## config.mk

```make
export PLATFORM = sky130hd
export DESIGN_NAME = clk_div_bank
export DESIGN_NICKNAME = d
export VERILOG_FILES = /design/src/rtl/clk_div_pkg.sv /design/src/rtl/clk_div_chan.sv /design/src/rtl/clk_div_bank.sv
export SDC_FILE = /design/constraint.sdc
export NUM_CORES = 1
export LEC_CHECK = 0
export CORE_MARGIN = 2
export CORE_UTILIZATION = 28
export DETAILED_ROUTE_END_ITERATION = 7
export SYNTH_ARGS = -nofsm -noshare
export SYNTH_HDL_FRONTEND = slang
export SYNTH_HIERARCHICAL = 1
export SYNTH_SLANG_ARGS = --single-unit
```

## constraint.sdc

```tcl
create_clock -name clk -period 7.45 [get_ports clk]
set_clock_uncertainty 0.2 [all_clocks]
set_input_delay 1.49 -clock clk [delete_from_list [all_inputs] [get_ports clk]]
set_output_delay 1.49 -clock clk [all_outputs]
set_load 0.05 [all_outputs]
```

## src/rtl/clk_div_pkg.sv

```systemverilog
`default_nettype none
// ============================================================================
// Module      : clk_div_pkg
// Description : Shared types and helpers for the clk_div_bank block:
//               lock FSM state encoding and the phase clamp function.
// Revision    : 1.0 - initial release
// ============================================================================
package clk_div_pkg;

  typedef enum logic [1:0] {
    SETTLE = 2'd0,
    LOCKED = 2'd1,
    APPLY  = 2'd2
  } lock_state_t;

  // Fixed working width of the clamp helper; callers size-cast in and out.
  localparam int CLAMP_W = 32;

  // A phase at or beyond the divide ratio could never match the counter,
  // so it is stored as the last cycle of the period instead.
  function automatic logic [CLAMP_W-1:0] clamp_phase(
    input logic [CLAMP_W-1:0] phase,
    input logic [CLAMP_W-1:0] div
  );
    logic [CLAMP_W-1:0] res;
    res = phase;
    if (div == '0) begin
      res = '0;
    end else if (phase >= div) begin
      res = div - 1'b1;
    end
    return res;
  endfunction

endpackage
`default_nettype wire

```

## src/rtl/clk_div_chan.sv

```systemverilog
`default_nettype none
// ============================================================================
// Module      : clk_div_chan
// Description : One divider channel: divide ratio, phase and period counter
//               registers plus the registered enable / square-wave outputs.
// Ports       : clk, rst          - clock, async active-high reset
//               clr_i             - restart the period counter at 0
//               wr_i              - load wr_div_i / wr_phase_i
//               wr_div_i          - new divide ratio (0 disables channel)
//               wr_phase_i        - new phase (clamped on write)
//               lock_next_i       - lock value that becomes visible next cycle
//               clk_en_o          - one-cycle pulse per period
//               clk_out_o         - divided square wave
// Revision    : 1.0 - initial release
// ============================================================================
module clk_div_chan
  import clk_div_pkg::*;
#(
  parameter int DIV_W       = 8,
  parameter int DEFAULT_DIV = 2
) (
  input  logic             clk,
  input  logic             rst,
  input  logic             clr_i,
  input  logic             wr_i,
  input  logic [DIV_W-1:0] wr_div_i,
  input  logic [DIV_W-1:0] wr_phase_i,
  input  logic             lock_next_i,
  output logic             clk_en_o,
  output logic             clk_out_o
);

  logic [DIV_W-1:0] div_q,   div_d;
  logic [DIV_W-1:0] phase_q, phase_d;
  logic [DIV_W-1:0] cnt_q,   cnt_d;
  logic             en_d,    out_d;
  logic [DIV_W:0]   half;

  // High time is ceil(div/2) so odd ratios get the extra cycle high.
  assign half = ({1'b0, div_q} + 1'b1) >> 1;

  always_comb begin
    div_d   = div_q;
    phase_d = phase_q;
    if (wr_i) begin
      div_d   = wr_div_i;
      phase_d = DIV_W'(clamp_phase(CLAMP_W'(wr_phase_i), CLAMP_W'(wr_div_i)));
    end
  end

  always_comb begin
    cnt_d = cnt_q + 1'b1;
    if (clr_i || (div_q == '0) || (cnt_q >= div_q - 1'b1)) begin
      cnt_d = '0;
    end
  end

  // Outputs follow the current counter and are gated by next-cycle lock,
  // so they drop together with lock and never rise before it.
  always_comb begin
    en_d  = lock_next_i && (div_q != '0) && (cnt_q == phase_q);
    out_d = lock_next_i && (div_q != '0) && ({1'b0, cnt_q} < half);
  end

  always_ff @(posedge clk or posedge rst) begin
    if (rst) begin
      div_q     <= DIV_W'(DEFAULT_DIV);
      phase_q   <= '0;
      cnt_q     <= '0;
      clk_en_o  <= 1'b0;
      clk_out_o <= 1'b0;
    end else begin
      div_q     <= div_d;
      phase_q   <= phase_d;
      cnt_q     <= cnt_d;
      clk_en_o  <= en_d;
      clk_out_o <= out_d;
    end
  end

endmodule
`default_nettype wire

```

## src/rtl/clk_div_bank.sv

```systemverilog
`default_nettype none
// ============================================================================
// Module      : clk_div_bank
// Description : Multi-channel clock-enable generator with runtime
//               reprogrammable divide ratio / phase and emulated PLL lock.
// Ports       : clk, rst          - clock, async active-high reset
//               cfg_valid_i       - config request
//               cfg_ready_o       - config accepted this cycle if valid
//               cfg_ch_i          - target channel
//               cfg_div_i         - divide ratio (0 disables channel)
//               cfg_phase_i       - cycle within period for clk_en pulse
//               lock_o            - outputs valid and stable
//               clk_en_o          - per-channel one-cycle enable pulses
//               clk_out_o         - per-channel divided square waves
// Revision    : 1.0 - initial release
// ============================================================================
module clk_div_bank
  import clk_div_pkg::*;
#(
  parameter int CHANNELS    = 4,
  parameter int DIV_W       = 8,
  parameter int DEFAULT_DIV = 2,
  parameter int LOCK_CYCLES = 16
) (
  input  logic                                          clk,
  input  logic                                          rst,
  input  logic                                          cfg_valid_i,
  output logic                                          cfg_ready_o,
  input  logic [((CHANNELS > 1) ? $clog2(CHANNELS) : 1)-1:0] cfg_ch_i,
  input  logic [DIV_W-1:0]                              cfg_div_i,
  input  logic [DIV_W-1:0]                              cfg_phase_i,
  output logic                                          lock_o,
  output logic [CHANNELS-1:0]                           clk_en_o,
  output logic [CHANNELS-1:0]                           clk_out_o
);

  localparam int CH_W  = (CHANNELS > 1) ? $clog2(CHANNELS) : 1;
  localparam int SET_W = (LOCK_CYCLES > 1) ? $clog2(LOCK_CYCLES) : 1;

  lock_state_t      state_q, state_d;
  logic [SET_W-1:0] settle_q, settle_d;
  logic             accept;
  logic             apply;
  logic             lock_next;

  assign cfg_ready_o = (state_q != APPLY);
  assign accept      = cfg_valid_i && cfg_ready_o;
  // Out-of-range channel requests are handshaken but otherwise ignored.
  assign apply       = accept && (32'(cfg_ch_i) < CHANNELS);
  assign lock_o      = (state_q == LOCKED);
  assign lock_next   = (state_d == LOCKED);

  always_comb begin
    state_d  = state_q;
    settle_d = settle_q;
    case (state_q)
      SETTLE: begin
        if (apply) begin
          state_d  = APPLY;
          settle_d = '0;
        end else if (settle_q == SET_W'(LOCK_CYCLES - 1)) begin
          state_d  = LOCKED;
          settle_d = '0;
        end else begin
          settle_d = settle_q + 1'b1;
        end
      end
      LOCKED: begin
        if (apply) begin
          state_d = APPLY;
        end
      end
      APPLY: begin
        state_d  = SETTLE;
        settle_d = '0;
      end
      default: begin
        state_d  = SETTLE;
        settle_d = '0;
      end
    endcase
  end

  always_ff @(posedge clk or posedge rst) begin
    if (rst) begin
      state_q  <= SETTLE;
      settle_q <= '0;
    end else begin
      state_q  <= state_d;
      settle_q <= settle_d;
    end
  end

  // Every accepted write clears all counters so channels stay phase aligned.
  for (genvar g = 0; g < CHANNELS; g++) begin : g_chan
    logic wr;
    assign wr = apply && (cfg_ch_i == CH_W'(g));

    clk_div_chan #(
      .DIV_W       (DIV_W),
      .DEFAULT_DIV (DEFAULT_DIV)
    ) u_chan (
      .clk         (clk),
      .rst         (rst),
      .clr_i       (apply),
      .wr_i        (wr),
      .wr_div_i    (cfg_div_i),
      .wr_phase_i  (cfg_phase_i),
      .lock_next_i (lock_next),
      .clk_en_o    (clk_en_o[g]),
      .clk_out_o   (clk_out_o[g])
    );
  end

endmodule
`default_nettype wire

```

==> impl_metrics.tcl, run 1 <==
# metrics dict for downstream scripts
set metrics [dict create \
    status "finished clean" \
    warning_count 34 \
    hold_class "reg2reg" \
    io_pins 31 \
    grt_pass1_vias 6393 \
    common_cells "ha_1, dfrtp_1, inv_1" \
    via_count 6383 \
    top_regs "g_chan.u_chan/cnt_q: 32 flops, g_chan.u_chan/div_q: 32 flops, g_chan.u_chan/phase_q: 32 flops" \
    synth_top_area_share_pct 31.1 \
    hpwlAfterDp_mm 14.6 \
    die_w_um 178 \
    crit_chain "clkdlybuf4s50_1 -> inv_1 -> ha_1 -> a211o_1 -> a31oi_1 -> o21ai_2 -> and2_0 -> o32ai_1" \
    yosysMostFrequentCell "ha_1" \
    setup_violations 0 \
    tritoncts "built" \
    nets 1055 \
    syn_area_per_cell_sq_um 9.49 \
    finalCritPeriodShare_pct 54.0 \
    synth_flop_count 110 \
    critPathTopFamily "buffers and inverters" \
    final_cell_mix "ha_1, dfrtp_1, inv_1" \
    slew_headroom_pct 33.1 \
    ys_dominant_reg_cell "dfrtp_1" \
    cp_num_buf_inv 2 \
    yosys-top-cells-area "dfrtp_1, ha_1, xnor2_1" \
    final-hold-violation-count 0 \
]
## run 1: power breakdown
part | total, uW | switching (uW) | internal (uW)
logic | 724 | 360 | 364
clock network | 485 | 248 | 237
registers | 889 | 181 | 709
## run 1: cell type report
type | count | area (sq um) | share of cell area (%)
multi-input combinational | 664 | 5240 | 55.2
sequential | 110 | 2760 | 29.0
tap | 390 | 488 | 5.14
inverter | 100 | 375 | 3.95
timing repair buffer | 36 | 345 | 3.64
clock buffer | 10 | 229 | 2.41
clock inverter | 6 | 62.6 | 0.659
## run 1: final timing paths
kind	depth (start not counted)	endpoint	start	slack [ns]
max in group asynchronous	2	g_chan[1].u_chan/cnt_q[0]$_DFF_PP0_	rst	4.67
worst min register to register	1	settle_q[0]$_DFFE_PP0P_	settle_q[0]$_DFFE_PP0P_	0.32
worst max-delay path	8	g_chan[0].u_chan/phase_q[1]$_DFFE_PP0P_	cfg_div_i[3]	3.43
worst max register to register	8	g_chan[3].u_chan/cnt_q[7]$_DFF_PP0_	g_chan[3].u_chan/div_q[2]$_DFFE_PP0P_	4.43
worst min-delay path	1	settle_q[0]$_DFFE_PP0P_	settle_q[0]$_DFFE_PP0P_	0.32
min in group asynchronous	2	settle_q[3]$_DFFE_PP0P_	rst	1.44
## run 1: cell families after synthesis
| kind of cell | Yosys count |
|---|---|
| compound gates | 123 |
| xor+xnor | 128 |
| fa+ha+maj | 113 |
| buf+inv | 124 |
| flops | 110 |
| mux | 49 |
| simple gates | 251 |
## run 1: layer usage
layer | track usage (%) | up-vias | part of all wire [%]
li1 | - | 3186 | -
met1 | 18.7 | 3069 | 49
met2 | 20.9 | 102 | 46
met3 | 2.28 | 24 | 3.5
met4 | 3.46 | 2 | 1.5
met5 | 0 | - | 0.045
Run 1, M4 wires:
Drawn at 2 px/um.
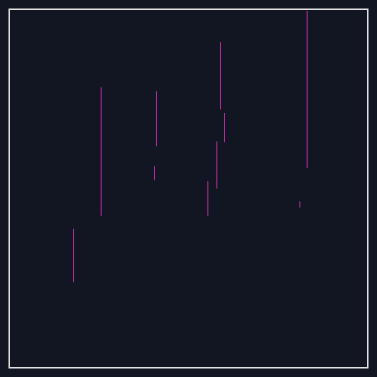
share of all routed wire: 1.5%
wire length on this layer: 293 um
nets with wire on the layer: 8

Run 1, placement by RTL instance:
Drawn at 3 px/um. Other cells in gray.
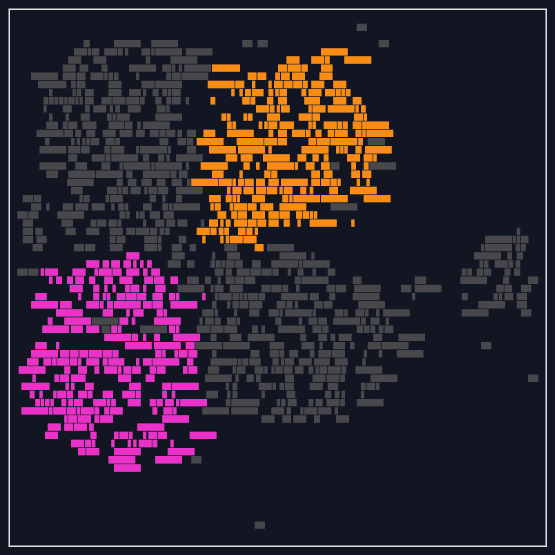
| instance | color | cells |
|---|---|---|
| `g_chan[2].u_chan` | magenta | 210 |
| `g_chan[3].u_chan` | orange | 209 |
not colored: 507

Run 1, routing congestion:
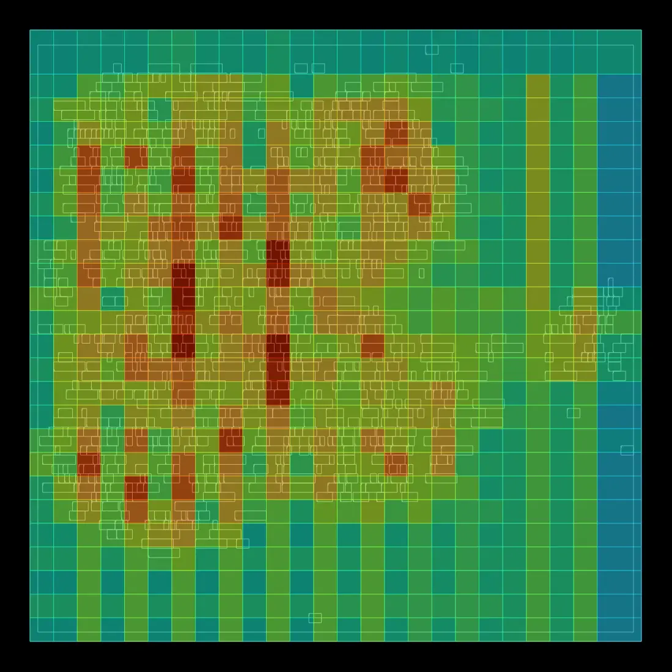
met3 Use GR: 2.28%
met1 usage: 18.7%

Run 1, clock wires, drivers and flops:
Drawn at 3 px/um.
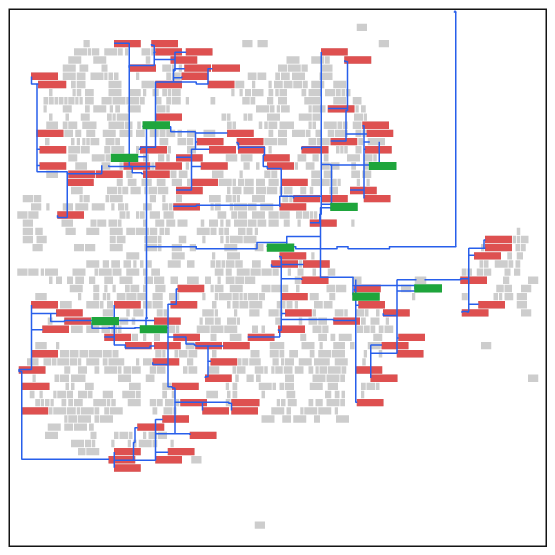

## Run 2: what changed since run 1
==> constraint.sdc (replaced) <==
create_clock -name clk -period 3.6 [get_ports clk]
set_clock_uncertainty 0.2 [all_clocks]
set_input_delay 0.72 -clock clk [delete_from_list [all_inputs] [get_ports clk]]
set_output_delay 0.72 -clock clk [all_outputs]
set_load 0.05 [all_outputs]
Run 2, clock wires, drivers and flops:
Drawn at 3 px/um.
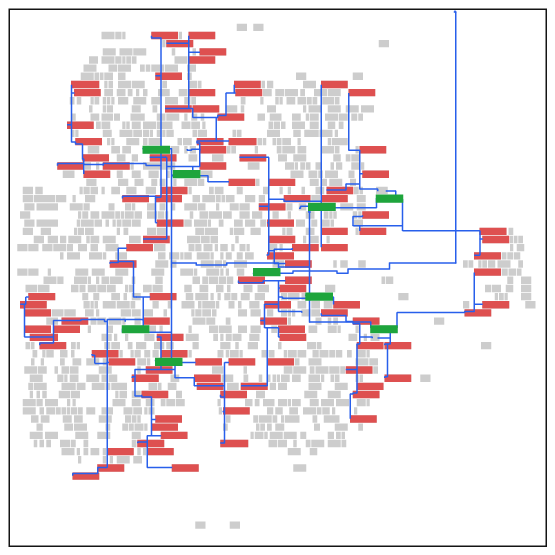
[flip-flops] red | count: 110
[clock wires] blue | length: 1570 um
[cells driving clock nets] green | count: 9
routed clock nets: 10

Run 2, M4 wires:
Drawn at 2 px/um.
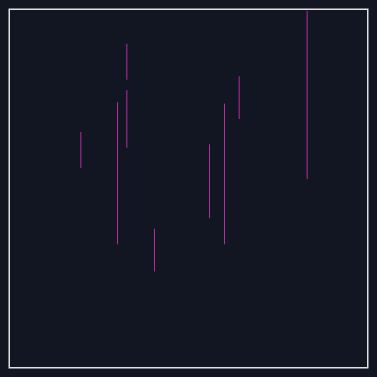
share of all routed wire: 1.8%
nets with wire on the layer: 8
main direction: vertical
longest straight run: 83.6 um
wire length on this layer: 367 um

Run 2, routing congestion:
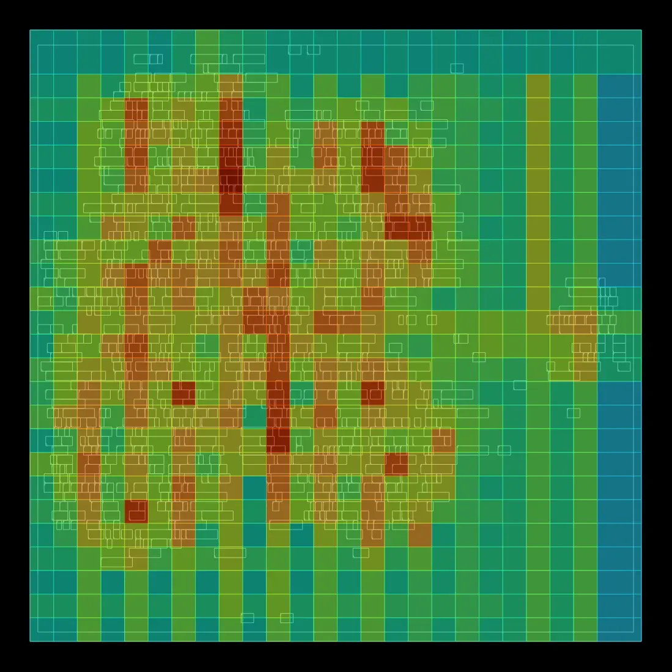
met2 Track Usage GR: 21.3%
GRT busiest layer: met2

==> impl_metrics.tcl, run 2 <==
# metrics dict for downstream scripts
set metrics [dict create \
    critPathTopFamily "simple AND/OR/NAND/NOR gates" \
    pg_seq_uw 1850 \
    nets 1075 \
    p_clk_uw 1030 \
    rrSetupSlack_ns 0.55 \
    pwr-share-comb_pct 34.8 \
    cp_num_buf_inv 0 \
    yosysMostFrequentCell "ha_1" \
    switchingPower_uw 1630 \
    p_sw_share_pct 36.8 \
    ys_dominant_reg_cell "dfrtp_1" \
    finalCritPeriodShare_pct 84.7 \
    hpwlAfterDp_mm 15.2 \
    status "finished clean" \
    die_w_um 178 \
    grt_pass1_vias 6511 \
    setup_violations 0 \
    p_int_uw 2790 \
    via_count 6515 \
    crit_chain "or4_4 -> nor4_1 -> xnor2_1 -> ha_1 -> and4_1 -> a211oi_1 -> o2111ai_2 -> nor2_1" \
    warning_count 34 \
    yosys-top-cells-area "dfrtp_1, ha_1, xnor2_1" \
    syn_area_per_cell_sq_um 9.49 \
    pg_comb_uw 1540 \
    power_leader "sequential cells" \
    slew_headroom_pct 61.3 \
    top_regs "g_chan.u_chan/cnt_q: 32 flops, g_chan.u_chan/div_q: 32 flops, g_chan.u_chan/phase_q: 32 flops" \
    clkPwrFrac_pct 23.3 \
    io_pins 31 \
    power_frac_seq_pct 41.9 \
]
## run 2: cell families (layout without fill, tap and decap cells)
group,after synthesis,in the layout,synth area share (%)
AND-OR/OR-AND,123,123,9.95
flip-flops,110,110,32.3
XOR/XNOR,128,128,13.1
multiplexers,49,49,6.05
AND/OR/NAND/NOR,251,251,15.7
adder cells (fa/ha/maj),113,113,16.6
buffers and inverters,124,172,6.27
## run 2: final timing paths
check | startpoint | end | cells after the start
setup / recovery | g_chan[3].u_chan/div_q[2]$_DFFE_PP0P_ | g_chan[3].u_chan/cnt_q[6]$_DFF_PP0_ | 8
hold / removal | settle_q[0]$_DFFE_PP0P_ | settle_q[0]$_DFFE_PP0P_ | 1
setup reg to reg | g_chan[3].u_chan/div_q[2]$_DFFE_PP0P_ | g_chan[3].u_chan/cnt_q[6]$_DFF_PP0_ | 8
hold reg to reg | settle_q[0]$_DFFE_PP0P_ | settle_q[0]$_DFFE_PP0P_ | 1
max in group asynchronous | rst | g_chan[1].u_chan/div_q[1]$_DFFE_PP1P_ | 3
min in group asynchronous | rst | settle_q[1]$_DFFE_PP0P_ | 2
## run 2: through the flow
step           worst slack, ns  instance area (sq um)  hold slack, ns
5_1_grt                  0.309                   9690           0.371
6_report                 0.549                   9690           0.313
3_3_place_gp             0.258                   9390           0.311
2_1_floorplan            0.903                   8530           0.271
3_5_place_dp             0.224                   9390           0.304
4_1_cts                  0.544                   9690           0.321
## run 2: layout make-up
cell class,instances,area (sq um)
fill,3144,20100
clock buffer,11,233
timing repair buffer,56,533
clock inverter,5,66.3
inverter,100,375
multi-input combinational,664,5240
sequential,110,2760
tap,390,488
## run 2: routing by layer
metal	track usage (%)	wire, um	vias to the layer above
met5	0	0	-
li1	-	-	3229
met4	4.13	367	0
met1	18.8	10100	3172
met2	21.3	9200	90
met3	1.88	588	24
No activity file was given, so power comes from the tool's default toggle rates.
